===== src/rtl/instruction_fetch_unit_pkg.sv =====
// Shared definitions for the instruction fetch unit slice.
//   - fetch_state_e : fetch FSM state encoding (IDLE, RUN, HALT, FAULT)
//   - IFU_ADDR_W / IFU_DATA_W : default address / instruction widths
//   - NOP_INSTR : instruction presented on out_instr while the FIFO is empty
package instruction_fetch_unit_pkg;

  localparam int unsigned IFU_ADDR_W = 32;
  localparam int unsigned IFU_DATA_W = 32;

  localparam logic [31:0] NOP_INSTR = 32'h0000_0013;

  typedef enum logic [1:0] {
    ST_IDLE  = 2'd0,
    ST_RUN   = 2'd1,
    ST_HALT  = 2'd2,
    ST_FAULT = 2'd3
  } fetch_state_e;

endpackage


===== src/rtl/instruction_fetch_unit_if.sv =====
// Bus bundle between the fetch unit and its neighbours.
//   Memory side : addra (word address), wea / dina (write port, unused), douta (read data)
//   Decode side : out_instr / out_pc / out_valid from fetch, out_ready from decode
// Modports:
//   master : the fetch unit (drives address and the decode handshake payload)
//   slave  : memory + decode (drive douta and out_ready)
interface instruction_fetch_unit_if
  import instruction_fetch_unit_pkg::*;
#(
  parameter int unsigned ADDR_W = IFU_ADDR_W,
  parameter int unsigned DATA_W = IFU_DATA_W
);

  logic [ADDR_W-1:0] addra;
  logic              wea;
  logic [DATA_W-1:0] dina;
  logic [DATA_W-1:0] douta;

  logic [DATA_W-1:0] out_instr;
  logic [ADDR_W-1:0] out_pc;
  logic              out_valid;
  logic              out_ready;

  modport master (
    output addra, wea, dina,
    input  douta,
    output out_instr, out_pc, out_valid,
    input  out_ready
  );

  modport slave (
    input  addra, wea, dina,
    output douta,
    input  out_instr, out_pc, out_valid,
    output out_ready
  );

endinterface


===== src/rtl/instruction_fetch_unit_fifo.sv =====
// fetch_skid_fifo: 2-entry skid buffer holding {pc, instr} fetch results.
// Ports:
//   clk, rst_n : clock, asynchronous active-low reset
//   push/wdata : enqueue one entry
//   pop        : dequeue head (ignored when empty)
//   flush      : discard all entries; wins over push and pop
//   rdata      : head entry, valid when valid=1
//   count      : occupancy 0..2
// Push and pop in the same cycle are allowed, including when full.
module fetch_skid_fifo #(
  parameter int unsigned WIDTH = 64
) (
  input  logic             clk,
  input  logic             rst_n,
  input  logic             push,
  input  logic [WIDTH-1:0] wdata,
  input  logic             pop,
  input  logic             flush,
  output logic [WIDTH-1:0] rdata,
  output logic             valid,
  output logic [1:0]       count
);

  logic [WIDTH-1:0] mem [2];
  logic             wr_ptr;
  logic             rd_ptr;
  logic [1:0]       cnt;
  logic             do_push;
  logic             do_pop;

  assign do_pop  = pop & (cnt != 2'd0);
  assign do_push = push & ((cnt != 2'd2) | do_pop);

  always_ff @(posedge clk or negedge rst_n) begin
    if (!rst_n) begin
      wr_ptr <= 1'b0;
      rd_ptr <= 1'b0;
      cnt    <= 2'd0;
    end else if (flush) begin
      wr_ptr <= 1'b0;
      rd_ptr <= 1'b0;
      cnt    <= 2'd0;
    end else begin
      if (do_push) wr_ptr <= ~wr_ptr;
      if (do_pop)  rd_ptr <= ~rd_ptr;
      cnt <= cnt + 2'(do_push) - 2'(do_pop);
    end
  end

  // Storage needs no reset: contents are qualified by cnt.
  always_ff @(posedge clk) begin
    if (do_push && !flush) mem[wr_ptr] <= wdata;
  end

  assign rdata = mem[rd_ptr];
  assign valid = (cnt != 2'd0);
  assign count = cnt;

endmodule


===== src/rtl/instruction_fetch_unit.sv =====
// instruction_fetch_unit: owns the PC, issues word addresses to an
// instruction memory whose douta is valid the cycle after addra changes,
// and hands {instr, pc} to decode through a 2-entry skid FIFO.
// Ports:
//   clka, rst_n    : clock, asynchronous active-low reset
//   bus (master)   : addra/wea/dina/douta memory port, out_* decode handshake
//   branch_valid   : 1-cycle redirect request, target in branch_target
//   halt_req       : level; stop issuing while high
//   halted         : in HALT with no read outstanding
//   fetch_fault    : sticky, set by an out-of-range branch target
module instruction_fetch_unit
  import instruction_fetch_unit_pkg::*;
#(
  parameter int unsigned       ADDR_W   = IFU_ADDR_W,
  parameter int unsigned       DATA_W   = IFU_DATA_W,
  parameter int unsigned       MEM_SIZE = 32,
  parameter logic [ADDR_W-1:0] RESET_PC = '0
) (
  input  logic                      clka,
  input  logic                      rst_n,
  instruction_fetch_unit_if.master  bus,
  input  logic                      branch_valid,
  input  logic [ADDR_W-1:0]         branch_target,
  input  logic                      halt_req,
  output logic                      halted,
  output logic                      fetch_fault
);

  localparam logic [ADDR_W:0]   MEM_LIMIT = (ADDR_W+1)'(MEM_SIZE);
  localparam logic [ADDR_W-1:0] PC_MASK   = ADDR_W'(MEM_SIZE - 1);

  function automatic logic [ADDR_W-1:0] pc_inc(input logic [ADDR_W-1:0] p);
    return (p + ADDR_W'(1)) & PC_MASK;
  endfunction

  fetch_state_e      state, state_next;
  logic [ADDR_W-1:0] pc, pc_next;
  logic [ADDR_W-1:0] addra_q, addra_next;
  logic              inflight, inflight_next;
  logic              tag, tag_next;
  logic              epoch, epoch_next;

  logic                     flush;
  logic                     push;
  logic                     pop;
  logic                     fifo_valid;
  logic [1:0]               fifo_count;
  logic [ADDR_W+DATA_W-1:0] fifo_rdata;

  logic       target_ok;
  logic       fault_hit;
  logic       redirect;
  logic [2:0] load;
  logic       room;

  assign target_ok = ({1'b0, branch_target} < MEM_LIMIT);
  assign fault_hit = branch_valid & ~target_ok & (state != ST_FAULT);
  assign redirect  = branch_valid &  target_ok & (state != ST_FAULT);

  assign bus.out_valid = fifo_valid & ~branch_valid & (state != ST_FAULT);
  assign pop           = bus.out_valid & bus.out_ready;

  // Issue only if the read can still land next cycle without overflowing,
  // counting the head leaving this cycle: occupancy + inflight - pop < 2.
  assign load = {1'b0, fifo_count} + {2'b00, inflight};
  assign room = (load < (3'd2 + {2'b00, pop}));

  // addra still holds the issued address when its data returns.
  assign push = inflight & (tag == epoch);

  always_comb begin
    state_next    = state;
    pc_next       = pc;
    addra_next    = addra_q;
    inflight_next = 1'b0;
    tag_next      = tag;
    epoch_next    = epoch;
    flush         = 1'b0;

    unique case (state)
      ST_IDLE:  state_next = ST_RUN;
      ST_RUN:   if (halt_req)  state_next = ST_HALT;
      ST_HALT:  if (!halt_req) state_next = ST_RUN;
      ST_FAULT: state_next = ST_FAULT;
    endcase

    if (fault_hit) begin
      state_next = ST_FAULT;
      flush      = 1'b1;
    end else if (redirect) begin
      // The redirect cycle itself issues from the target so the first
      // redirected instruction is visible two cycles after branch_valid.
      flush      = 1'b1;
      epoch_next = ~epoch;
      if (state == ST_RUN && !halt_req) begin
        addra_next    = branch_target;
        pc_next       = pc_inc(branch_target);
        inflight_next = 1'b1;
        tag_next      = ~epoch;
      end else begin
        pc_next = branch_target;
      end
    end else if (state == ST_RUN && !halt_req && room) begin
      addra_next    = pc;
      pc_next       = pc_inc(pc);
      inflight_next = 1'b1;
      tag_next      = epoch;
    end
  end

  always_ff @(posedge clka or negedge rst_n) begin
    if (!rst_n) begin
      state    <= ST_IDLE;
      pc       <= RESET_PC;
      addra_q  <= RESET_PC;
      inflight <= 1'b0;
      tag      <= 1'b0;
      epoch    <= 1'b0;
    end else begin
      state    <= state_next;
      pc       <= pc_next;
      addra_q  <= addra_next;
      inflight <= inflight_next;
      tag      <= tag_next;
      epoch    <= epoch_next;
    end
  end

  fetch_skid_fifo #(
    .WIDTH (ADDR_W + DATA_W)
  ) u_fifo (
    .clk   (clka),
    .rst_n (rst_n),
    .push  (push),
    .wdata ({addra_q, bus.douta}),
    .pop   (pop),
    .flush (flush),
    .rdata (fifo_rdata),
    .valid (fifo_valid),
    .count (fifo_count)
  );

  assign bus.addra     = addra_q;
  assign bus.wea       = 1'b0;
  assign bus.dina      = '0;
  assign bus.out_pc    = fifo_rdata[ADDR_W+DATA_W-1:DATA_W];
  assign bus.out_instr = fifo_valid ? fifo_rdata[DATA_W-1:0] : DATA_W'(NOP_INSTR);

  assign halted      = (state == ST_HALT) & ~inflight;
  assign fetch_fault = (state == ST_FAULT);

endmodule

===== src/flat_wrapper.sv =====
// flat-port wrapper written by rule: the top's interface ports become plain ports
module instruction_fetch_unit_flat import instruction_fetch_unit_pkg::*;
#(
  parameter int unsigned       ADDR_W   = IFU_ADDR_W,
  parameter int unsigned       DATA_W   = IFU_DATA_W,
  parameter int unsigned       MEM_SIZE = 32,
  parameter logic [ADDR_W-1:0] RESET_PC = '0
)
  (clka, rst_n, branch_valid, branch_target, halt_req, halted, fetch_fault, bus_addra, bus_wea, bus_dina, bus_douta, bus_out_instr, bus_out_pc, bus_out_valid, bus_out_ready);
  instruction_fetch_unit_if #(.ADDR_W(ADDR_W), .DATA_W(DATA_W)) bus_i ();
  input  logic clka;
  input  logic rst_n;
  input  logic branch_valid;
  input  logic [ADDR_W-1:0] branch_target;
  input  logic halt_req;
  output logic halted;
  output logic fetch_fault;
  output wire logic [$bits(bus_i.addra)-1:0] bus_addra;
  output wire logic [$bits(bus_i.wea)-1:0] bus_wea;
  output wire logic [$bits(bus_i.dina)-1:0] bus_dina;
  input wire logic [$bits(bus_i.douta)-1:0] bus_douta;
  output wire logic [$bits(bus_i.out_instr)-1:0] bus_out_instr;
  output wire logic [$bits(bus_i.out_pc)-1:0] bus_out_pc;
  output wire logic [$bits(bus_i.out_valid)-1:0] bus_out_valid;
  input wire logic [$bits(bus_i.out_ready)-1:0] bus_out_ready;
  assign bus_addra = bus_i.addra;
  assign bus_wea = bus_i.wea;
  assign bus_dina = bus_i.dina;
  assign bus_i.douta = bus_douta;
  assign bus_out_instr = bus_i.out_instr;
  assign bus_out_pc = bus_i.out_pc;
  assign bus_out_valid = bus_i.out_valid;
  assign bus_i.out_ready = bus_out_ready;
  instruction_fetch_unit #(.ADDR_W(ADDR_W), .DATA_W(DATA_W), .MEM_SIZE(MEM_SIZE), .RESET_PC(RESET_PC)) u_core (.clka(clka), .rst_n(rst_n), .bus(bus_i), .branch_valid(branch_valid), .branch_target(branch_target), .halt_req(halt_req), .halted(halted), .fetch_fault(fetch_fault));
endmodule

===== config.mk =====
export PLATFORM = sky130hd
export DESIGN_NAME = instruction_fetch_unit_flat
export DESIGN_NICKNAME = d
export VERILOG_FILES = /design/src/rtl/instruction_fetch_unit_pkg.sv /design/src/rtl/instruction_fetch_unit_if.sv /design/src/rtl/instruction_fetch_unit_fifo.sv /design/src/rtl/instruction_fetch_unit.sv /design/src/flat_wrapper.sv
export SDC_FILE = /design/constraint.sdc
export NUM_CORES = 1
export LEC_CHECK = 0
export CORE_AREA = 2 2 147 149
export CTS_BUF_LIST = sky130_fd_sc_hd__clkbuf_4 sky130_fd_sc_hd__clkbuf_8 sky130_fd_sc_hd__clkbuf_16
export DETAILED_ROUTE_END_ITERATION = 8
export DIE_AREA = 0 0 149 151
export HOLD_SLACK_MARGIN = 0.05
export PLACE_DENSITY = 0.66
export SKIP_LAST_GASP = 1
export SLEW_MARGIN = 20
export SYNTH_ARGS = -nofsm -noshare
export SYNTH_HDL_FRONTEND = slang
export SYNTH_SLANG_ARGS = --single-unit

===== constraint.sdc =====
create_clock -name clka -period 7.8 [get_ports clka]
set_input_delay 2.34 -clock clka [delete_from_list [all_inputs] [get_ports clka]]
set_output_delay 2.34 -clock clka [all_outputs]
set_load 0.02 [all_outputs]

### Power grid

Pins as bars on the die edge. Tap cells in grey.
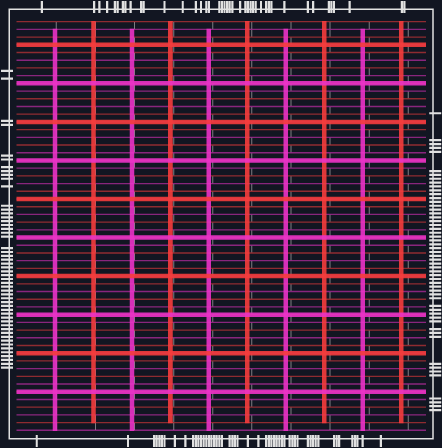
VSS: shown in magenta. VDD: shown in red.
201 signal pins sit on the boundary. 275 tap cells.

### Sequential cells coloured by netlist name

Other sequential cells in the stronger grey, the rest of the logic in the fainter grey.
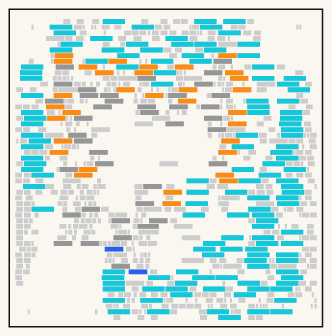
u_core.u_fifo.count: shown in blue, sequential cells 2. u_core.u_fifo.mem: shown in cyan, sequential cells 128, where all over the die. u_core.bus.addra: shown in orange, sequential cells 32.
Another 39 sequential cells are not coloured.

==> run summary <==
yosys + openroad results -> final setup fails=0, final setup slack of the worst path=roughly 1.8 ns, Post-Synthesis Cells=between 500 and 600, synthesis area per yosys=8260 um2, R2R Setup Slk=4.18 ns, Avg Cell Area, Syn=around 15 um2, Fin. Hold Viols=0, fin area=10800 um2, FMAX=roughly 170 MHz, logic gate share of total power=0.260, sw frac=0.295, Insertion Delay late pin=approximately 0.50 ns, first-pass GRT wire length=25.3 mm, MI comb cells=roughly 310, combinational fraction of the cell area=0.208, I/O Pins=201, met1 wire length=6.90 mm, Hold Buf Count CTS=0, Sequential Area=5670 um2, Largest Register=u_core.u_fifo.mem, Comb. pwr=roughly 0.00080 W, synth warn=0, floorplan utilization=0.397, buffering overhead=0.157, Synth cell types=between 40 and 50, Post-DRT Antenna Nets=0, Synth area leaders=edfxtp_1, dfrtp_1, mux2i_1, Filler Cell Count=around 1800, Resize count post-CTS=0, Power Dens Cells=286 nW/um2, Pwr Total=0.00308 W, Worst Setup SP=branch_valid, min-delay src=u_core.bus.addra[31], CP arrival=3.65 ns, Seq cells post-synth=201, Tot GR Track Use=0.142, estimated wirelength of the detail-placed design=10.2 mm, Worst R2R End=u_core.bus.addra[0], Signal inverters=32, chip area=around 22000 um2, status=finished clean, DR WL/cell=15.6 um, placed cells=983, Final #Nets=807, Sequential Power Share=0.420, Sink Count=201, peak supply drop=~0.16 mV, Setup Fix Bufs, Post-CTS=0, worst endpoint required time=5.46 ns, Log Warnings=26, Largest cell class=registers, cell type with the largest total area=edfxtp_1, routed length on met3=between 1 and 1.5 mm, crit path to=bus_out_valid, busiest grt layer=met2, max cap viols=0, Reg clk slew, reported paths=~0.060 ns, Tapcell Cnt=roughly 280, Worst setup SP type=input port, Logic cell area=approximately 2200 um2, hold endpoint=u_core.u_fifo.mem[1][63], RSZ-0062 raised after global routing=no, Clock Power Share=0.320, P_leak=4.04 nW, sequential group power=0.00129 W, Slew Limit Fails=0, GR Overflow Total=0, ys flop type=edfxtp_1, M1 GR Usage=0.188, dominant power group=sequential cells, Pint=around 0.0022 W, most common logic cell in the routed design=clkdlybuf4s50_1, clk root buf=clkbuf_16, CTS tree=built, Mapped Area=8260 um2, via count=around 4800, Placed Area=10100 um2, die width=149 um
[cell families after synthesis]
| group | after synthesis | share of synthesized area |
|---|---|---|
| AOI/OAI and AO/OA | 18 | 0.0164 |
| muxes | 104 | 0.133 |
| DFF | 201 | 0.686 |
| other | 1 | 0.000454 |
| and+or+nand+nor | 132 | 0.0804 |
| buffers and inverters | 87 | 0.0615 |
| xor gates and xnor gates | 12 | 0.0127 |
| adders and majority gates | 6 | 0.00908 |
[synthesized netlist by cell type, drive strengths merged (6+ instances only)]
master,number
nand3,6
mux2i,61
nor2b,28
buf,46
inv,32
o21ai,6
nor4,6
edfxtp,128
ha,6
nor2,36
nand2,34
mux2,43
dfrtp,73
clkbuf,9
xnor2,8
[worst max-delay path: stages]
cell and delay, ns:
clkdlybuf4s50_1 0.46, nor3_1 0.21, clkdlybuf4s50_1 0.64
Power figures rest on the tool's default switching activity, not on a simulated workload.
